### Met1 routing, run 1

(3 px per µm)
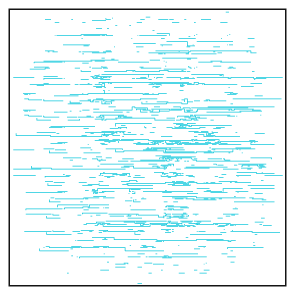
### Routing congestion, run 1

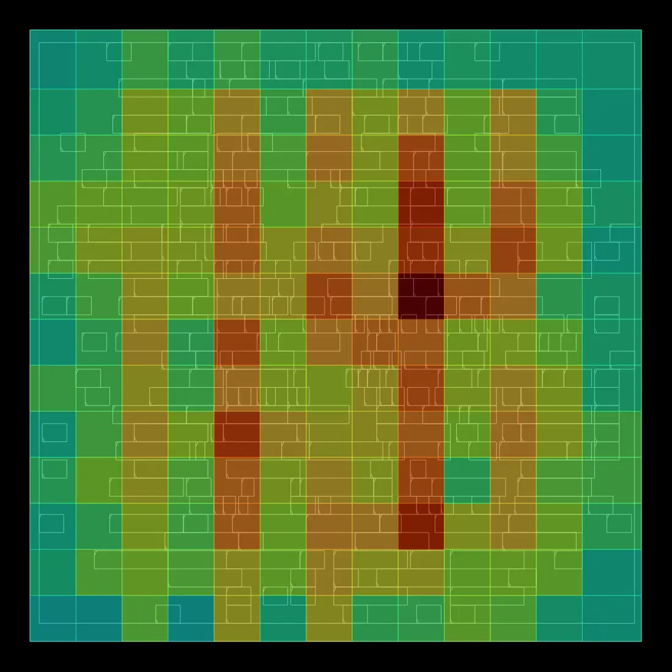
### Gate families picked out, run 1

(3 px per µm)
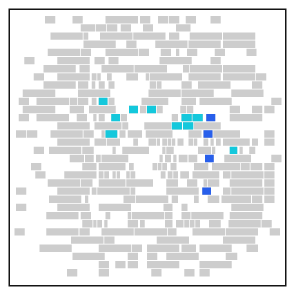
### Close-up of the layout, run 1

Window x 56 to 81, y 56 to 81 µm. Cells in grey, sequential cells in the stronger grey; small squares are vias.
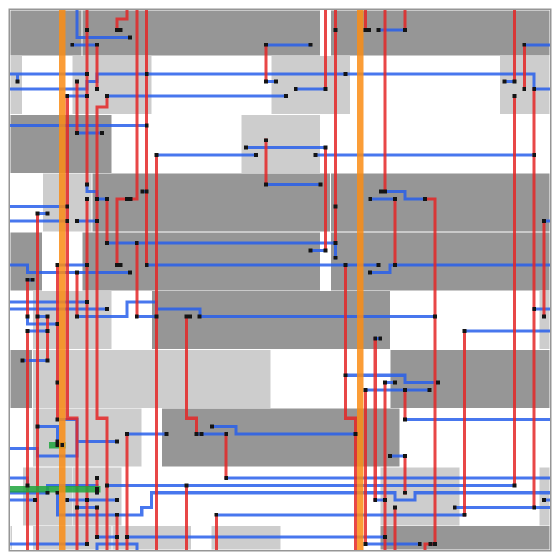
Design lane_unstripe4, sky130hd; sources not shown.
==> run summary, run 1 <==
status: complete, no violations
Via-to-Cell Ratio: 5.30
Critical Path Start Type: flip-flop
Top area cell types: edfxtp_1, dfrtp_1, mux2i_1
Slowest Stage Delay on Critical Path: 0.47 ns
CP Capture Type: flip-flop
I/O pin count: 50
Synth Warn #: 0
Late-Pin Clk Latency: 0.36 ns
sequential area share after synthesis: 70.8%
leak pwr: 0.00159 µW
initial antenna violation count: 0
R2R setup slack: 1.73 ns
core area: 7770 µm²
Starting DRT DRC Count: 125
share of cells above drive strength 1: 11.2%
Clock transition at path regs: 0.08 ns
grt ovf: 0
DRC Markers: 0
power per cell area: 719 nW/µm²
Fin Setup TNS: 0 ns
Slowest-stage cell, CP: dfrtp_2
tool warnings: 26
Clock Path Buffers: 2
fin crit share: 60.2%
Slew @ Worst Pin: 1.04 ns
Synth Flop Type: edfxtp_1
Hold-fix buffers, CTS: 0
Post-synth regs: 88
largest fanout on the critical path: 33
Die W: 91.7 µm
clock skew: 0.0105 ns
Worst Setup Path Type: reg -> reg
cells along the critical path: buf_4 > mux2i_1 > o21ai_2 > a21oi_2 > ha_1 > inv_1 > ha_1 > xnor2_1 > xnor2_1
height of the chip: 91.7 µm
Synth top area share: 59.8%
total CTS buffers: 9
# rows: 32
vias in the first global route: 2102
clk root buf: clkbuf_8
CTS resizes: 0
n_diodes: 0
fin nets: 330
Floorplan Utilization: 46.6%
# clock sinks: 88
Period minus WS final: 2.61 ns
TritonCTS clock tree: done
GPL Wtd Cong: 0.722
max FFs per register: 72
Final setup violation count: 0
number of enable flip-flop cells: 72
cell with the most instances after synthesis: edfxtp_1
Worst Hold Class: reg -> reg
ys cells: 236
fmax: 0.382 GHz
Final Max Slew Viols: 0
Synth async-reset ratio: 18.2%
remaining antenna violation count after routing: 0
YS chip area: 3620 µm²
Worst EP required: 4.62 ns
Synth Cell Area: 3620 µm²
leading area contributor after synthesis: edfxtp_1
worst-case reg-to-reg path depth: 9
reported max-cap violation count: 0
total power: 3180 µW
syn nets: 277
iteration count of the initial detailed-routing pass: 4
About 'Met1 routing':
nets with wire on the layer: 296
share of all routed wire: 47%
vias: 2098
WL final: 6.47 mm
GR Util met1: 22.6%

About 'Routing congestion':
GR peak layer: met2
Final Util: 56.9%
Tot GR Track Use: 17.6%

About 'Gate families picked out':
[cyan] AND-OR and OR-AND gates | cells: 10 | where: centre
[blue] XOR/XNOR gates | cells: 4 | most used: xnor2_1 | where: east
Comb/total area: 22.4%
final non-filler cell total: 396
Top cell excl fill/tap: edfxtp_1

About 'Close-up of the layout':
[red] met2
[green] met3
[orange] met4
[blue] met1
cells with their middle in the window: 20
most frequent: edfxtp_1 (9), mux2i_1 (6), o22ai_1 (3)
sequential cells in the window: 9

run 1: kinds of logic after synthesis:
group                    share of synthesized area (%)
adder cells (fa/ha/maj)                          0.692
flip-flops                                        70.8
AND-OR/OR-AND                                     9.51
buffers and inverters                             2.25
XOR/XNOR                                         0.969
multiplexers                                      10.0
AND/OR/NAND/NOR                                   5.71
run 1: placed cells by master (no fill, tap or decap), types with 2 or more instances in the layout:
master           count
edfxtp_1            72
clkdlybuf4s50_1     49
mux2i_1             25
dfrtp_1             15
o21ai_0             13
nor2_1              11
nand2_1             10
mux2_2               9
a21oi_1              9
clkbuf_8             9
nand2b_1             5
and3_1               5
nor3_1               4
o32a_1               4
o22ai_1              4
o31a_1               4
inv_1                3
xnor2_1              3
a32oi_1              3
a211oi_1             3
buf_4                3
and2_1               2
or2_1                2
nor2b_1              2
nor2_4               2
ha_1                 2
clkinv_2             2
run 1: metrics by stage:
stage                     instance area, µm²  cells  hold WS (ns)  setup slack [ns]
after CTS                               4380    394         0.495              1.69
after global placement                  4200    378         0.492              1.45
after global routing                    4420    396         0.524              1.46
after detailed placement                4200    378         0.477              1.40
final                                   4420    396         0.491              1.73
after floorplan                         3620    236         0.464              1.37
run 1: worst max-delay path, delay by kind of cell, from the launching register on:
family                     cells  cell delay, ns
buffers and inverters          2            0.51
muxes                          1            0.40
xor gates and xnor gates       2            0.27
adders and majority gates      2            0.41
AOI/OAI and AO/OA              2            0.48
DFF                            1            0.47
run 1: power by group:
group	switching [µW]	internal (µW)	total, µW
Combinational	713	555	1270
Sequential	115	1260	1370
Clock	273	263	536
Total	1100	2070	3180
run 1: layout make-up:
class / count / area, µm²
fill: 639 / 3350
sequential: 88 / 2560
multi-input combinational: 134 / 988
timing repair buffer: 53 / 541
clock buffer: 10 / 128
tap: 102 / 128
clock inverter: 6 / 60.1
inverter: 3 / 11.3
run 1: layer usage:
metal	up-vias	track usage (%)	wire, µm
li1	1018	-	-
met1	1017	22.6	3030
met2	50	26.6	3060
met3	13	2.99	229
met4	0	9.79	151
met5	-	-	0
### Where the registers sit, run 1

(4 px per µm)
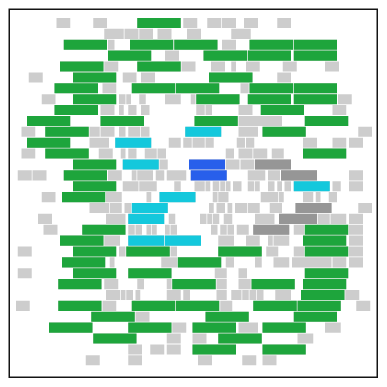

--- run 2 (diff from run 1) ---
Settings changed: ABC_CLOCK_PERIOD_IN_PS 4340 to 2100, PLACE_DENSITY 0.68 to 0.7.
Clock period 4.34 ns to 2.1 ns, I/O delays scaled along.
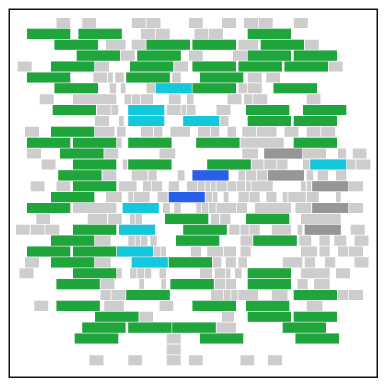
*Where the registers sit, run 2*
(4 px per µm)
[green] mem | sequential cells: 72 | where: all over the die
[blue] lane_ptr | sequential cells: 2
[cyan] out | sequential cells: 9
not coloured: 5
Final Util: 60.4%
register cell area after layout: 2560 µm²

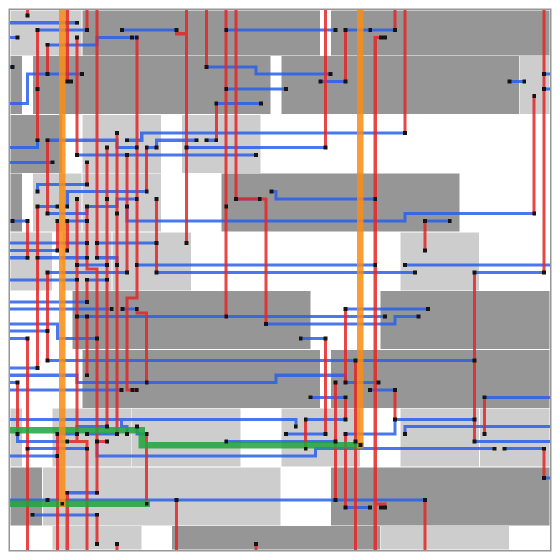
*Close-up of the layout, run 2*
Window x 56 to 81, y 56 to 81 µm. Cells in grey, sequential cells in the stronger grey; small squares are vias.
[green] met3
[red] met2
[blue] met1
[orange] met4
cells with their middle in the window: 25
most frequent: edfxtp_1 (10), mux2i_1 (6), o32a_1 (3)
sequential cells in the window: 10

==> run summary, run 2 <==
status: complete, no violations
CP Capture Type: flip-flop
Synth Warn #: 0 (unchanged)
n_diodes: 0 (unchanged)
ys cells: 236 (unchanged)
DRC Markers: 0 (unchanged)
R2R setup slack: 0.05 ns (-1.68 ns)
Slowest-stage cell, CP: dfrtp_2
Crit path max-delay family: flip-flops
Crit path depth: 9 (unchanged)
vias: 2230 (+6.3%)
worst path buffer plus inverter count: 1 (-1)
Fill cells: 604 (-5.5%)
remaining antenna violation count after routing: 0 (unchanged)
power per cell area: 1550 nW/µm² (+120%)
WL final: 6.95 mm (+7.4%)
Starting DRT DRC Count: 159 (+27%)
Top cell excl fill/tap: edfxtp_1
vias in the first global route: 2220 (+5.6%)
worst-case reg-to-reg path depth: 9 (unchanged)
syn nets: 277 (unchanged)
Slowest Stage Delay on Critical Path: 0.50 ns (+0.03 ns)
core area: 7770 µm² (unchanged)
reported max-cap violation count: 0 (unchanged)
total power: 7250 µW (+130%)
max FFs per register: 72 (unchanged)
Synth Cell Area: 3620 µm² (unchanged)
Period minus WS final: 2.05 ns (-0.565 ns)
Fin Setup TNS: 0 ns (unchanged)
Synth async-reset ratio: 18.2% (unchanged)
Worst Hold Class: in -> async
post-DP HPWL: 4.50 mm
initial antenna violation count: 0 (unchanged)
tool warnings: 28 (+7.7%)
share of cells above drive strength 1: 20.3% (+9.0 points)
fin nets: 352 (+6.7%)
iteration count of the initial detailed-routing pass: 4 (unchanged)
grt ovf: 0 (unchanged)
TritonCTS clock tree: done
PnR worst setup slack: 0.0502 ns (-1.68 ns)
Floorplan Utilization: 46.6% (unchanged)
dpl ws: -0.315 ns (-1.72 ns)
clk root buf: clkbuf_8
Tot GR Track Use: 18.2% (+0.61 points)
most frequent logic cells in the routed design: edfxtp_1, clkdlybuf4s50_1, buf_4
leading area contributor after synthesis: edfxtp_1
number of enable flip-flop cells: 72 (unchanged)
GPL Wtd Cong: 0.844 (+17%)
Slew @ Worst Pin: 0.521 ns (-0.521 ns)
Via-to-Cell Ratio: 5.33 (+0.70%)
YS chip area: 3620 µm² (unchanged)
Rel. slew slack: 65.2%
fmax: 0.488 GHz (+28%)
Late-Pin Clk Latency: 0.36 ns (about the same)
height of the chip: 91.7 µm (unchanged)
Hold-fix buffers, CTS: 0 (unchanged)
Post-synth regs: 88 (unchanged)
crit path DAT: 2.30 ns
Final Max Slew Viols: 0 (unchanged)
Worst EP required: 2.35 ns (-2.27 ns)
fin crit share: 97.6% (+37 points)
Worst Setup Path Type: reg -> reg
cell with the most instances after synthesis: edfxtp_1
Clock transition at path regs: 0.08 ns (about the same)
Synth top area share: 59.8% (unchanged)
cells along the critical path: mux2i_2 > or2_1 > o221ai_2 > a21oi_2 > ha_1 > inv_2 > ha_4 > xnor2_2 > xnor2_1
Synth Flop Type: edfxtp_1
largest fanout on the critical path: 8 (-76%)
sequential area share after synthesis: 70.8% (unchanged)
Final setup violation count: 0 (unchanged)
leak pwr: 0.00171 µW (+7.9%)
total CTS buffers: 9 (unchanged)
# clock sinks: 88 (unchanged)
Hold Worst Slack: 0.385 ns (-0.106 ns)
I/O pin count: 50 (unchanged)
Die W: 91.7 µm (unchanged)
Clock Path Buffers: 2 (unchanged)
combinational gate area: 1030 µm² (+4.4%)
Critical Path Start Type: flip-flop
## run 2: cell counts after synthesis
No cell type changed its count.
## run 2: timing repair
action / CTS / global route
resized: 1 / 8
setup endpoints to repair: 2 / 4
setup buffers: 0 / 1
pin swaps: 0 / 3
## run 2: metrics by stage
stage	instance area, µm²	std cells
2_1_floorplan	3630	236
3_3_place_gp	4360	399
3_5_place_dp	4360	399
4_1_cts	4600	415
5_1_grt	4690	418
6_report	4690	418
## run 2: worst reg2reg max path, delay by kind of cell, from the launching register on
kind / cells / cell delay, ns
simple gates: 1 / 0.25
xor+xnor: 2 / 0.25
buf+inv: 1 / 0.04
fa+ha+maj: 2 / 0.44
compound gates: 2 / 0.26
mux: 1 / 0.19
flops: 1 / 0.50
## run 2: final cells by class
| type | instances | share of cell area [%] |
|---|---|---|
| flip-flops and latches | 88 | 54.7 |
| multi-input cells | 134 | 22.0 |
| repair buffers | 75 | 15.3 |
| clock buffers | 11 | 2.80 |
| well taps | 102 | 2.72 |
| clock inverters | 5 | 2.24 |
| inverters | 3 | 0.240 |
## run 2: kinds of logic (layout without fill, tap and decap cells)
| logic type | after synthesis | after routing | share of synthesized area, % |
|---|---|---|---|
| XOR/XNOR | 4 | 4 | 0.969 |
| buffers and inverters | 14 | 94 | 2.25 |
| AND-OR/OR-AND | 50 | 50 | 9.51 |
| multiplexers | 35 | 35 | 10.0 |
| adder cells (fa/ha/maj) | 2 | 2 | 0.692 |
| AND/OR/NAND/NOR | 43 | 43 | 5.71 |
| flip-flops | 88 | 88 | 70.8 |
## run 2: power breakdown
part,total [µW],switching [µW],internal [µW]
sequential,2840,252,2590
combinational,3040,1590,1460
clock,1370,576,791
## run 2: metal layers
metal  up-vias  share of wire [%]  track usage [%]
met3        10                5.2             4.48
li1       1054                  -                -
met1      1112                 47             24.1
met4         0                1.6             9.13
met2        54                 46             26.3
met5         -                  0                -
Power is estimated from default activity; no workload was simulated.
